### Placed standard cells, run 1

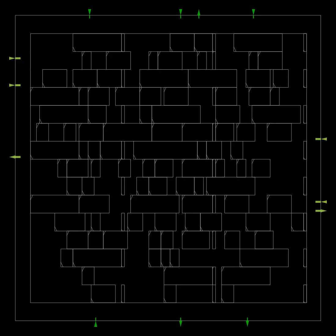
### M3 wires, run 1

Bar = 10 um.
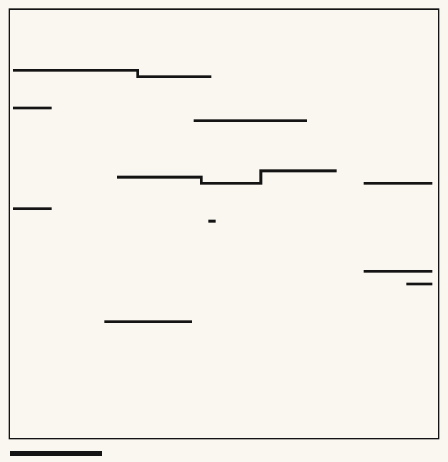
### I/O pins on the die edge, run 1

Bar = 10 um. Pins as bars across the die edge, other pins in gray.
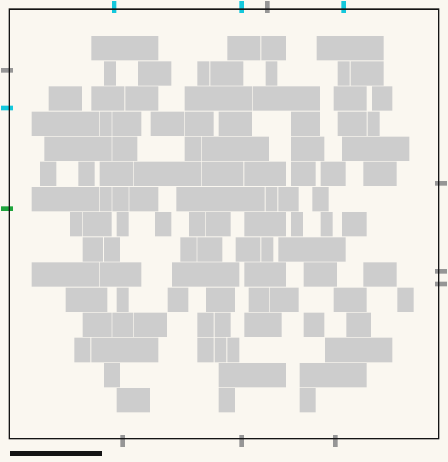
`config.mk`:
```
export PLATFORM = sky130hd
export DESIGN_NAME = piso_serializer
export DESIGN_NICKNAME = d
export VERILOG_FILES = /design/src/rtl/piso_serializer.sv
export SDC_FILE = /design/constraint.sdc
export NUM_CORES = 1
export LEC_CHECK = 0
export CORE_MARGIN = 2
export CORE_UTILIZATION = 50
export DETAILED_ROUTE_END_ITERATION = 12
export PLACE_DENSITY = 0.71
export SLEW_MARGIN = 40
export SYNTH_ARGS = -nofsm -noshare
export SYNTH_HDL_FRONTEND = slang
export SYNTH_SLANG_ARGS = --single-unit
```
`constraint.sdc`:
```
create_clock -name clk -period 4.3 [get_ports clk]
set_clock_uncertainty 0.15 [all_clocks]
set_input_delay 0.43 -clock clk [delete_from_list [all_inputs] [get_ports clk]]
set_output_delay 0.43 -clock clk [all_outputs]
set_load 0.1 [all_outputs]
```
`src/rtl/piso_serializer.sv`:
```
// Framing PISO transmitter: a one-word holding register feeds a start / WIDTH data (LSB first) / stop
// serial frame, advanced only on shift_en ticks.
module piso_serializer #(
    parameter int WIDTH = 4
) (
    input  logic             clk,
    input  logic             reset,
    input  logic [WIDTH-1:0] din,
    input  logic             din_valid,
    output logic             din_ready,
    input  logic             shift_en,
    output logic             sout,
    output logic             sout_data,
    output logic             busy,
    output logic             done
);

    localparam int CW = (WIDTH > 1) ? $clog2(WIDTH) : 1;
    localparam logic [CW-1:0] LAST_CNT = CW'(WIDTH - 1);

    typedef enum logic [1:0] {
        S_IDLE,
        S_START,
        S_DATA,
        S_STOP
    } state_t;

    state_t           r_state;
    logic [WIDTH-1:0] r_hold;
    logic             r_hold_full;
    logic [WIDTH-1:0] r_shreg;
    logic [CW-1:0]    r_cnt;
    logic             r_sout;
    logic             r_sout_data;
    logic             r_busy;
    logic             r_done;
    logic             w_accept;

    // Ready drops with reset so no word can be accepted on a reset edge.
    assign din_ready = !r_hold_full && !reset;
    assign w_accept  = din_valid && din_ready;

    assign sout      = r_sout;
    assign sout_data = r_sout_data;
    assign busy      = r_busy;
    assign done      = r_done;

    always_ff @(posedge clk) begin
        if (reset) begin
            // NOTE: hold and shreg are reset too, so an aborted frame leaves nothing to re-send.
            r_state     <= S_IDLE;
            r_hold      <= '0;
            r_hold_full <= 1'b0;
            r_shreg     <= '0;
            r_cnt       <= '0;
            r_sout      <= 1'b1;
            r_sout_data <= 1'b0;
            r_busy      <= 1'b0;
            r_done      <= 1'b0;
        end else begin
            r_done <= 1'b0;

            // Accept needs an empty holder and transfer needs a full one, so they never collide.
            if (w_accept) begin
                r_hold      <= din;
                r_hold_full <= 1'b1;
            end

            if (shift_en) begin
                case (r_state)
                    S_IDLE: begin
                        if (r_hold_full) begin
                            r_shreg     <= r_hold;
                            r_hold_full <= 1'b0;
                            r_sout      <= 1'b0;
                            r_state     <= S_START;
                            r_busy      <= 1'b1;
                        end else begin
                            r_sout <= 1'b1;
                        end
                    end
                    S_START: begin
                        r_sout      <= r_shreg[0];
                        r_shreg     <= r_shreg >> 1;
                        r_cnt       <= '0;
                        r_sout_data <= 1'b1;
                        r_state     <= S_DATA;
                    end
                    S_DATA: begin
                        if (r_cnt == LAST_CNT) begin
                            r_sout      <= 1'b1;
                            r_sout_data <= 1'b0;
                            r_state     <= S_STOP;
                        end else begin
                            r_sout  <= r_shreg[0];
                            r_shreg <= r_shreg >> 1;
                            r_cnt   <= r_cnt + CW'(1);
                        end
                    end
                    S_STOP: begin
                        r_done <= 1'b1;
                        // A queued word starts immediately: no idle bit between frames.
                        if (r_hold_full) begin
                            r_shreg     <= r_hold;
                            r_hold_full <= 1'b0;
                            r_sout      <= 1'b0;
                            r_state     <= S_START;
                        end else begin
                            r_state <= S_IDLE;
                            r_busy  <= 1'b0;
                        end
                    end
                    default: begin
                        r_state <= S_IDLE;
                        r_busy  <= 1'b0;
                    end
                endcase
            end
        end
    end

endmodule
```
==> impl_metrics.toml, run 1 <==
# implementation run metrics
[power]
internal_power_mw = 0.237
ir_worst_vdd_mv = 0.249
power.total_mw = 0.355
p_sw_mw = 0.118

[global_route]
grt_pass1_vias = 646
grt.total_usage = 0.182
grt_use_met2 = 0.267
grt_pass1_wl_um = 2760
grt_max_degree = 23

[worst_setup_path]
cp-end-kind = "output pin"
arrival_ps = 1730
startpoint_type = "input port"
path_max_fanout = 19

[logic_synthesis]
synth_chip_area_sq_um = 895
synth-compound-area-share = 0.246
mux_share = 0.0909
xor_share = 0
ys_sh_simple = 0.130
edf_count = 0
top_area_cell = "dfxtp_1"
ys.flops = 17
top_cells_by_count = "dfxtp_1 (17), nor2_1 (8), a21oi_1 (7), mux2i_1 (7), ha_1 (6)"
synthTopCellsByArea = "dfxtp_1 (38%), ha_1 (8.4%), mux2i_1 (7.8%), a311oi_1 (4.9%), a21oi_1 (3.9%)"
top_cell_area_share = 0.380

[routing]
dr_wl_met2_um = 750
vias_per_cell = 5.63
dr_wl_met3_um = 93
drc = 0
drt-met1-wl_um = 804
ant_nets = 0

[final_layout]
num-multi-input-gates = 65
nClkBuffers = 4
regArea_sq_um = 340
n_all_inverters = 3
n_fill_cell = 160
largest_class = "multi-input combinational cells"
drive_above_1_share = 0.0990
diodes = 0
area_delta_synth_final_pct = 11.7
final_cell_area_sq_um = 1000
final_cells = 126

[cts]
cts_made_buffers = 3
h-tree-depth = 1
cts.repair.resized = 0
cts.sinks = 17
cts_root_buf = "clkbuf_4"
clockBufferDepth = 2
tritoncts = "yes"

[timing]
slew_viol_final = 0
relSlewSlack = 0.536
finalSetupTns_ps = 0
setup_ws_ps = 1990
fin_crit_ps = 2310
rsz0062_at_grt = "false"
finalSetupViolCount = 0
fin_crit_sh = 0.536

[placement]
gp_congestion = 0.776
numPortBuffers = 12
dpl-instance-area_sq_um = 973
post-dp-hpwl_um = 1130

[floorplan]
dieArea_sq_mm = 0.00214
initCoreUtil = 0.524
pin_count = 13
fp.dieW_um = 46.3
core_area_sq_mm = 0.00171

[run_status]
status = "completed"

[flow_run]
maxCapViolCount = 0

[min_path]
hold_class = "flip-flop to flip-flop"
## Picture notes: 'Placed standard cells'
fin util: 0.585
Seq area share: 0.340
num tapcells: 25

## Picture notes: 'M3 wires'
The layer carries 93.3 um of wire. The longest straight run is 13.3 um. The layer holds 5.6% of the routed length. The wires run mostly horizontal.
DR vias: 709
drt total wl: 1660 um
met3 usage: 0.0706

## Picture notes: 'I/O pins on the die edge'
Key: cyan = din [pins 4, direction input, edge 3 north, 1 west]; green = sout_data [pins 1, direction output, edge west]
All pins by edge: 4 north, 3 south, 3 west, 3 east.

[run 1: kinds of logic (layout without fill, tap and decap cells)]
kind of cell / Yosys count / after routing
compound gates: 29 / 29
simple gates: 22 / 22
flops: 17 / 17
buf+inv: 11 / 19
mux: 8 / 8
fa+ha+maj: 6 / 6
[run 1: worst max-delay path: stages]
cell	delay [ps]
clkdlybuf4s50_1	750
nor2_1	220
buf_4	310
[run 1: power groups by stage]
stage | Clock [mW] | Sequential (mW) | Combinational (mW)
6_report | 0.0870 | 0.177 | 0.0916
5_1_grt | 0.0948 | 0.178 | 0.0990
4_1_cts | 0.0902 | 0.177 | 0.0916
3_5_place_dp | 0 | 0.180 | 0.0914
3_3_place_gp | 0 | 0.180 | 0.0925
2_1_floorplan | 0 | 0.200 | 0.0552
[run 1: registers in the layout, indices dropped and copies added, names as in the netlist]
name / flops
busy: 1
done: 1
r_cnt: 2
r_hold: 4
r_hold_full: 1
r_shreg: 4
r_state: 2
sout: 1
sout_data: 1
[run 1: placed cells by master, fill, tap and decap left out, types with 4 or more instances in the layout]
cell type        netlist  layout
a311oi_1               5       5
ha_1                   6       6
o21ai_0                4       4
a21oi_1                7       7
clkdlybuf4s50_1        0       7
buf_2                  3       4
nor2_1                 8       8
mux2i_1                7       7
nand2_1                4       4
dfxtp_1               17      17
[run 1: final timing paths]
path              depth (start not counted)  slack [ps]                    start                       to
setup reg to reg                          5        2440  r_state[0]$_SDFFE_PP0P_  r_shreg[1]$_SDFFE_PP0P_
setup / recovery                          3        1990                    reset                din_ready
hold reg to reg                           2         350        busy$_SDFFE_PP0P_        busy$_SDFFE_PP0P_
hold / removal                            2         350        busy$_SDFFE_PP0P_        busy$_SDFFE_PP0P_
==> run 1 -> run 2 <==
- CORE_UTILIZATION: 50 -> 47
- PLACE_DENSITY: 0.71 -> 0.7
- clock period: 4.3 -> 1.9 ns (I/O delays scaled with it)
### M3 wires, run 2

Bar = 10 um.
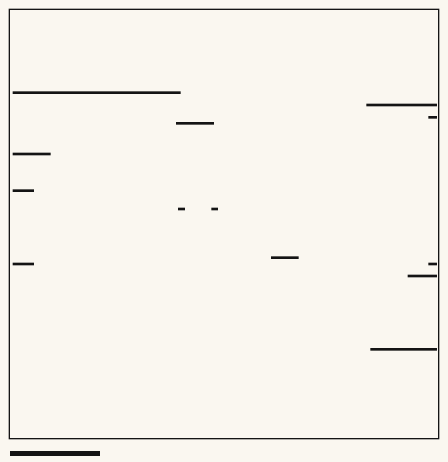
The wires run mostly horizontal. The longest straight run is 18.4 um.
drt total wl: 1820 um
DR vias: 740
met3 usage: 0.0453

==> run 2 against run 1 <==
Synthesized cell count stayed put. Synthesized area unchanged. Via count is 4.4% higher. Sequential power up 130%. Largest cell class unchanged.
==> impl_metrics.toml, run 2 <==
# implementation run metrics
[run_status]
status = "completed"

[floorplan]
core_area_sq_mm = 0.00176
initCoreUtil = 0.507
pin_count = 13
fp.dieW_um = 47.6
dieArea_sq_mm = 0.00227
die_h_um = 47.6

[cts]
clockBufferDepth = 2
tritoncts = "yes"
cts_made_buffers = 3
h-tree-depth = 1
clock_latency_ps = 290
clk_pin_slew_ps = 100
cts.sinks = 17
cts_root_buf = "clkbuf_4"

[logic_synthesis]
synthTopCellsByArea = "dfxtp_1 (38%), ha_1 (8.4%), mux2i_1 (7.8%), a311oi_1 (4.9%), a21oi_1 (3.9%)"
ys_seq_frac = 0.380
synth-compound-area-share = 0.246
xor_share = 0
edf_count = 0
synth_cell_types = 31
top_cell_area_share = 0.380
ys_sh_simple = 0.130
ys.flops = 17
top_area_cell = "dfxtp_1"
most_common_cell = "dfxtp_1"
mux_share = 0.0909
syn_area_sq_um = 895
adder_share = 0.0839
synth_nets = 107
top_cells_by_count = "dfxtp_1 (17), nor2_1 (8), a21oi_1 (7), mux2i_1 (7), ha_1 (6)"
synth_chip_area_sq_um = 895

[global_route]
grt_pass1_wl_um = 3020
grt_max_degree = 14
grt.total_usage = 0.194
grt_pass1_vias = 683

[worst_setup_path]
cp-end-kind = "flip-flop"
path_max_fanout = 10
crit_family = "AND-OR/OR-AND gates"
cp_slowest_cell = "dfxtp_1"
max_stage_delay_ps = 410
startpoint_type = "flip-flop"
r2r_slack_ps = 160
arrival_ps = 1780
path_class = "flip-flop to flip-flop"
crit_buf_inv = 1
cp_cell_sequence = "inv_1, ha_2, o21ai_0, a22oi_1, a311o_1"

[timing]
fin_crit_sh = 0.915
finalSetupTns_ps = 0
finalSetupViolCount = 0
relSlewSlack = 0.726
fin_crit_ps = 1740
slew_viol_final = 0
rsz0062_at_grt = "false"
tightest_slew_ps = 409

[final_layout]
diodes = 0
layout_top_cells = "dfxtp_1 (17), buf_4 (9)"
final_cell_area_sq_mm = 0.00108
lay_top_count = "dfxtp_1"
reg.largest.list = "r_hold: 4 flops, r_shreg: 4 flops"
drive_above_1_share = 0.179
final_cells = 131
n_fill_cell = 161
area_delta_synth_final_pct = 20.6
nets = 121
final_util = 0.611

[routing]
drc = 0
firstDrtPassIters = 4
ant_nets = 0
wl_per_cell_um = 13.9
vias_per_cell = 5.65

[power]
seqPwrFrac = 0.480
power_leader = "sequential cells"
p_clk_mw = 0.197
ir_worst_vdd_mv = 0.444
p_sw_mw = 0.278
comb_cell_power_mw = 0.237
p_seq_mw = 0.401
internal_power_mw = 0.557

[placement]
dpl-instance-area_sq_mm = 0.00103
numPortBuffers = 12
gp_congestion = 0.818
post-dp-hpwl_um = 1250

[min_path]
hold_class = "input port to flip-flop"

[flow_run]
maxCapViolCount = 0
## run 2: layout make-up
type	instances	area [sq um]	area share
Tap cell	25	31.3	0.0290
Sequential cell	17	340	0.316
Clock buffer	3	22.5	0.0209
Multi-Input combinational cell	65	510	0.473
Inverter	3	11.3	0.0104
Clock inverter	1	5.00	0.00464
Timing Repair Buffer	17	158	0.146
## run 2: per-layer routing
layer,vias to the layer above,GRT usage,share of wire
met4,0,0.0811,0.012
met1,354,0.248,0.44
met2,13,0.316,0.52
met3,4,0.0453,0.029
met5,-,0,0
li1,369,-,-
## run 2: what timing repair did
item	4_1_cts	5_1_grt
gates resized	0	3
buffers inserted	0	1
setup endpoints to repair	0	4
## run 2: worst paths after layout
| path | from | end | cells past startpoint |
|---|---|---|---|
| min reg2reg | r_hold[2]$_SDFFE_PP0P_ | r_hold[2]$_SDFFE_PP0P_ | 2 |
| min | din_valid | r_hold_full$_SDFF_PP0_ | 3 |
| max reg2reg | r_state[0]$_SDFFE_PP0P_ | sout$_SDFFE_PP1P_ | 5 |
| max | r_state[0]$_SDFFE_PP0P_ | sout$_SDFFE_PP1P_ | 5 |
## run 2: metrics by stage
| stage | total power, mW | setup WS, ps |
|---|---|---|
| after floorplan | 0.579 | 221 |
| after global placement | 0.627 | 157 |
| after detailed placement | 0.633 | 110 |
| after CTS | 0.832 | 99.1 |
| after global routing | 0.882 | 50.6 |
| final | 0.835 | 161 |
## run 2: logic make-up after synthesis
group	after synthesis
AND-OR/OR-AND	29
buffers and inverters	11
adder cells (fa/ha/maj)	6
flip-flops	17
AND/OR/NAND/NOR	22
multiplexers	8
## run 2: worst register-to-register path, cell delays in order (launching register included)
cell and delay, ps:
dfxtp_1 410, inv_1 120, ha_2 280, o21ai_0 220, a22oi_1 100, a311o_1 370
Power figures rest on the tool's default switching activity, not on a simulated workload.
